[src/rtl/tpu_pkg.sv]
// Shared constants for the TPU control blocks: default array geometry and
// the systolic controller state encoding.
package tpu_pkg;

  localparam int TPU_N       = 4;
  localparam int TPU_K_WIDTH = 8;

  localparam int ST_WIDTH = 3;
  localparam logic [ST_WIDTH-1:0] ST_IDLE  = 3'd0;
  localparam logic [ST_WIDTH-1:0] ST_CLEAR = 3'd1;
  localparam logic [ST_WIDTH-1:0] ST_FEED  = 3'd2;
  localparam logic [ST_WIDTH-1:0] ST_DRAIN = 3'd3;
  localparam logic [ST_WIDTH-1:0] ST_DONE  = 3'd4;

endpackage

[src/rtl/skew_window.sv]
// Per-lane fetch window: lane i is active while 0 <= step-i < K, which
// staggers the operand stream one cycle per row/column.
module skew_window #(
  parameter int N       = 4,
  parameter int K_WIDTH = 8,
  parameter int S_WIDTH = K_WIDTH + 2
) (
  input  logic [S_WIDTH-1:0] step,
  input  logic [K_WIDTH-1:0] k,
  output logic [N-1:0]       en
);

  for (genvar i = 0; i < N; i++) begin : g_lane
    localparam logic [S_WIDTH-1:0] IDX = S_WIDTH'(i);
    assign en[i] = (step >= IDX) && (step < IDX + S_WIDTH'(k));
  end

endmodule

[src/rtl/systolic_ctrl.sv]
// Sequencer for one N x N systolic matrix-multiply pass: clear, skewed feed,
// drain, done. Every output is a flop loaded from the next-state decode.
module systolic_ctrl
  import tpu_pkg::*;
#(
  parameter int N       = TPU_N,
  parameter int K_WIDTH = TPU_K_WIDTH,
  parameter int S_WIDTH = K_WIDTH + 2
) (
  input  logic                clk,
  input  logic                rst,
  input  logic                start,
  input  logic [K_WIDTH-1:0]  k_len,
  input  logic                abort,
  output logic                busy,
  output logic                done,
  output logic                acc_clr,
  output logic                pe_en,
  output logic [N-1:0]        a_rd_en,
  output logic [N-1:0]        b_rd_en,
  output logic [S_WIDTH-1:0]  step,
  output logic [ST_WIDTH-1:0] state_dbg
);

  localparam int D_WIDTH = (N > 2) ? $clog2(N - 1) : 1;
  localparam logic [S_WIDTH-1:0] FEED_TAIL  = S_WIDTH'(N - 2);
  localparam logic [D_WIDTH-1:0] DRAIN_LAST = D_WIDTH'(N - 2);

  logic [ST_WIDTH-1:0] state_q, state_d;
  logic [S_WIDTH-1:0]  step_q, step_d;
  logic [K_WIDTH-1:0]  k_q, k_d;
  logic [D_WIDTH-1:0]  dcnt_q, dcnt_d;
  logic                zdly_q, zdly_d;
  logic                busy_q, busy_d;
  logic                done_q, done_d;
  logic                acc_clr_q, acc_clr_d;
  logic                pe_en_q, pe_en_d;
  logic [N-1:0]        a_rd_en_q, a_rd_en_d;
  logic [N-1:0]        b_rd_en_q, b_rd_en_d;
  logic [N-1:0]        a_win, b_win;
  logic [S_WIDTH-1:0]  feed_last;

  assign feed_last = S_WIDTH'(k_q) + FEED_TAIL;

  // A K=0 request parks one extra cycle in DONE (zdly) so done lands in cycle 2.
  always_comb begin
    state_d = state_q;
    step_d  = step_q;
    k_d     = k_q;
    dcnt_d  = dcnt_q;
    zdly_d  = zdly_q;
    case (state_q)
      ST_IDLE: begin
        if (start) begin
          k_d = k_len;
          if (k_len != '0) begin
            state_d = ST_CLEAR;
          end else begin
            state_d = ST_DONE;
            zdly_d  = 1'b1;
          end
        end
      end
      ST_CLEAR: begin
        if (abort) begin
          state_d = ST_IDLE;
        end else begin
          state_d = ST_FEED;
          step_d  = '0;
        end
      end
      ST_FEED: begin
        if (abort) begin
          state_d = ST_IDLE;
        end else if (step_q == feed_last) begin
          state_d = ST_DRAIN;
          dcnt_d  = '0;
        end else begin
          step_d = step_q + S_WIDTH'(1);
        end
      end
      ST_DRAIN: begin
        if (abort) begin
          state_d = ST_IDLE;
        end else if (dcnt_q == DRAIN_LAST) begin
          state_d = ST_DONE;
        end else begin
          dcnt_d = dcnt_q + D_WIDTH'(1);
        end
      end
      ST_DONE: begin
        if (zdly_q) begin
          zdly_d = 1'b0;
        end else begin
          state_d = ST_IDLE;
        end
      end
      default: state_d = ST_IDLE;
    endcase
  end

  skew_window #(.N(N), .K_WIDTH(K_WIDTH), .S_WIDTH(S_WIDTH)) u_win_a (
    .step (step_d),
    .k    (k_d),
    .en   (a_win)
  );

  skew_window #(.N(N), .K_WIDTH(K_WIDTH), .S_WIDTH(S_WIDTH)) u_win_b (
    .step (step_d),
    .k    (k_d),
    .en   (b_win)
  );

  always_comb begin
    busy_d    = (state_d != ST_IDLE);
    done_d    = (state_d == ST_DONE) && !zdly_d;
    acc_clr_d = (state_d == ST_CLEAR);
    pe_en_d   = (state_d == ST_FEED) || (state_d == ST_DRAIN);
    a_rd_en_d = (state_d == ST_FEED) ? a_win : '0;
    b_rd_en_d = (state_d == ST_FEED) ? b_win : '0;
  end

  always_ff @(posedge clk or posedge rst) begin
    if (rst) begin
      state_q   <= ST_IDLE;
      step_q    <= '0;
      k_q       <= '0;
      dcnt_q    <= '0;
      zdly_q    <= 1'b0;
      busy_q    <= 1'b0;
      done_q    <= 1'b0;
      acc_clr_q <= 1'b0;
      pe_en_q   <= 1'b0;
      a_rd_en_q <= '0;
      b_rd_en_q <= '0;
    end else begin
      state_q   <= state_d;
      step_q    <= step_d;
      k_q       <= k_d;
      dcnt_q    <= dcnt_d;
      zdly_q    <= zdly_d;
      busy_q    <= busy_d;
      done_q    <= done_d;
      acc_clr_q <= acc_clr_d;
      pe_en_q   <= pe_en_d;
      a_rd_en_q <= a_rd_en_d;
      b_rd_en_q <= b_rd_en_d;
    end
  end

  assign busy      = busy_q;
  assign done      = done_q;
  assign acc_clr   = acc_clr_q;
  assign pe_en     = pe_en_q;
  assign a_rd_en   = a_rd_en_q;
  assign b_rd_en   = b_rd_en_q;
  assign step      = step_q;
  assign state_dbg = state_q;

endmodule
[config.mk]
export PLATFORM = sky130hd
export DESIGN_NAME = systolic_ctrl
export DESIGN_NICKNAME = d
export VERILOG_FILES = /design/src/rtl/tpu_pkg.sv /design/src/rtl/skew_window.sv /design/src/rtl/systolic_ctrl.sv
export SDC_FILE = /design/constraint.sdc
export NUM_CORES = 1
export LEC_CHECK = 0
export CORE_UTILIZATION = 35
export CTS_BUF_LIST = sky130_fd_sc_hd__clkbuf_16
export CTS_CLUSTER_DIAMETER = 80
export DETAILED_ROUTE_END_ITERATION = 6
export PLACE_DENSITY = 0.66
export SLEW_MARGIN = 20
export SYNTH_ARGS = -nofsm -noshare
export SYNTH_HDL_FRONTEND = slang
export SYNTH_SLANG_ARGS = --single-unit
[constraint.sdc]
create_clock -name clk -period 5.3 [get_ports clk]
set_clock_uncertainty 0.15 [all_clocks]
set_input_delay 1.59 -clock clk [delete_from_list [all_inputs] [get_ports clk]]
set_output_delay 1.59 -clock clk [all_outputs]
set_load 0.005 [all_outputs]
**Selected gate families**

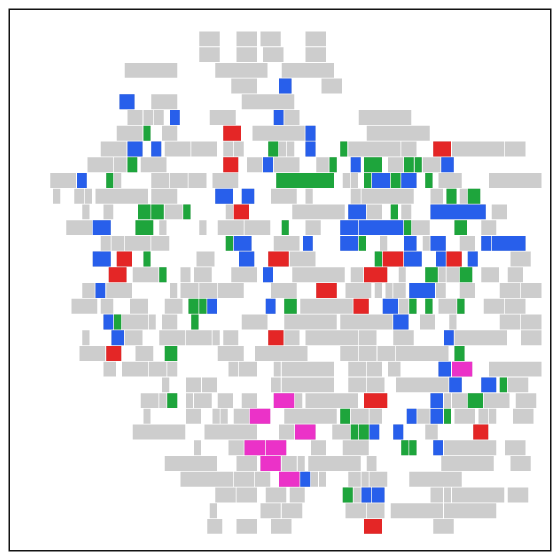
magenta -> multiplexers  # cells 8, most used mux2i_1, where bottom middle
red -> AND-OR and OR-AND gates  # cells 17
green -> NAND gates  # cells 50, most used nand2_1
blue -> inverting AOI/OAI gates  # cells 55, most used o21ai_0

**Metal layers overlaid**

Only two layers are drawn.
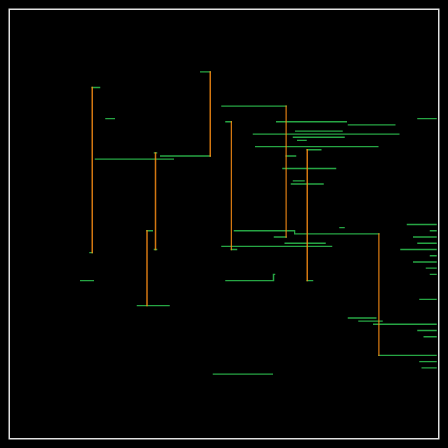
green -> met3  # wire length 379 um
orange -> met4  # wire length 203 um
via total after detailed routing: 2729
WL per Instance: 17.1 um

**Sequential cells colored by netlist name**

Bar = 20 um. Other sequential cells in the stronger gray, the rest of the logic in the fainter gray.
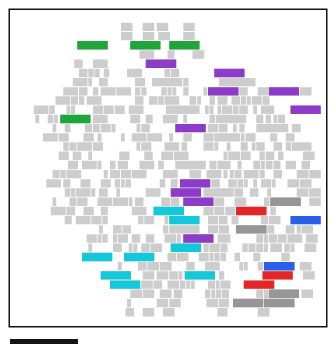
green -> `b_rd_en`  # sequential cells 4
blue -> `dcnt_q`  # sequential cells 2
cyan -> `k_q`  # sequential cells 8, where bottom middle
red -> `state_dbg`  # sequential cells 3
purple -> `step`  # sequential cells 10
not colored = 5
Seq power: 333 uW
utilization after layout: 46.4%

## cells in the final DEF, fill, tap and decap left out, drive strengths merged, types with 3 or more instances in the layout
master	n
o31ai	4
clkbuf	5
or4	6
o41ai	4
or2	4
xnor2	21
nor2	25
o21a	4
dfrtp	32
a211oi	3
and3	3
nand2	27
or3	3
a21o	4
a21oi	11
o21ai	13
nor3	17
xor2	8
mux2i	8
a31oi	9
buf	21
clkdlybuf4s50	36
a211o	3
nand3	11
nand4	4
ha	35
nor4	5
inv	18
nand2b	4
## state kept, by name, summed over array words and instances (netlist names), 2 cells and up
| name | flops |
|---|---|
| state_dbg | 3 |
| dcnt_q | 2 |
| k_q | 8 |
| step | 10 |
| b_rd_en | 4 |
## routing by layer
layer | vias to the layer above | track usage (%)
met5 | - | 0
met2 | 75 | 37.2
li1 | 1312 | -
met4 | 0 | 7.18
met3 | 17 | 3.41
met1 | 1325 | 24.3
## critical path: cells and delay by family
kind | cells | cell delay, ns
buffers and inverters | 3 | 0.71
AND/OR/NAND/NOR | 6 | 1.30
XOR/XNOR | 1 | 0.15
multiplexers | 1 | 0.13
AND-OR/OR-AND | 3 | 0.45
adder cells (fa/ha/maj) | 2 | 0.52
## power breakdown
part / total, mW / switching, mW / internal (mW) / leakage [nW]
logic: 0.637 / 0.339 / 0.298 / 1.12
registers: 0.333 / 0.0505 / 0.282 / 0.420
clock network: 0.335 / 0.115 / 0.221 / 0.0798
## layout make-up
class                      instances  area (um2)
clock buffer                       5         125
clock inverter                     3        42.5
fill                             748        4220
inverter                          18        67.6
multi-input combinational        266        1980
sequential                        32         801
tap                              102         128
timing repair buffer              57         518
==> run notes <==
Flow results follow.

The cell count after placement is 475. In this run the VDD rail shows a maximum IR drop of 0.000121 V. In this run the static leakage power is 1.62 nW. The worst hold path endpoint is dcnt_q[1].

The prevailing post-synth register cell is sky130_fd_sc_hd__dfrtp_1. The pre-CTS setup slack is 0.212 ns. The worst hold path belongs to the class flop to flop. The final period demand of the worst path is 4.83 ns. The average vias per placed instance is 5.65.

In this build the clock could be raised as far as 207 MHz. The number of levels the H-tree was split into is 2. The synthesized cell area is 2920 um2. The die span in y is 93.4 um. The top logic cell family in the synthesized netlist is simple AND/OR/NAND/NOR gates.

For this block, the routed nets add up to 8.25 mm of wire. The cell taking the most area after synthesis is sky130_fd_sc_hd__dfrtp_1. The yosys warning tally is 0. The worst setup path is of the input pin to flop kind. The overall die area is 8720 um2. The flow ran to the end, and the final reports show no timing, DRC or antenna violations.
Power figures rest on the tool's default switching activity, not on a simulated workload.
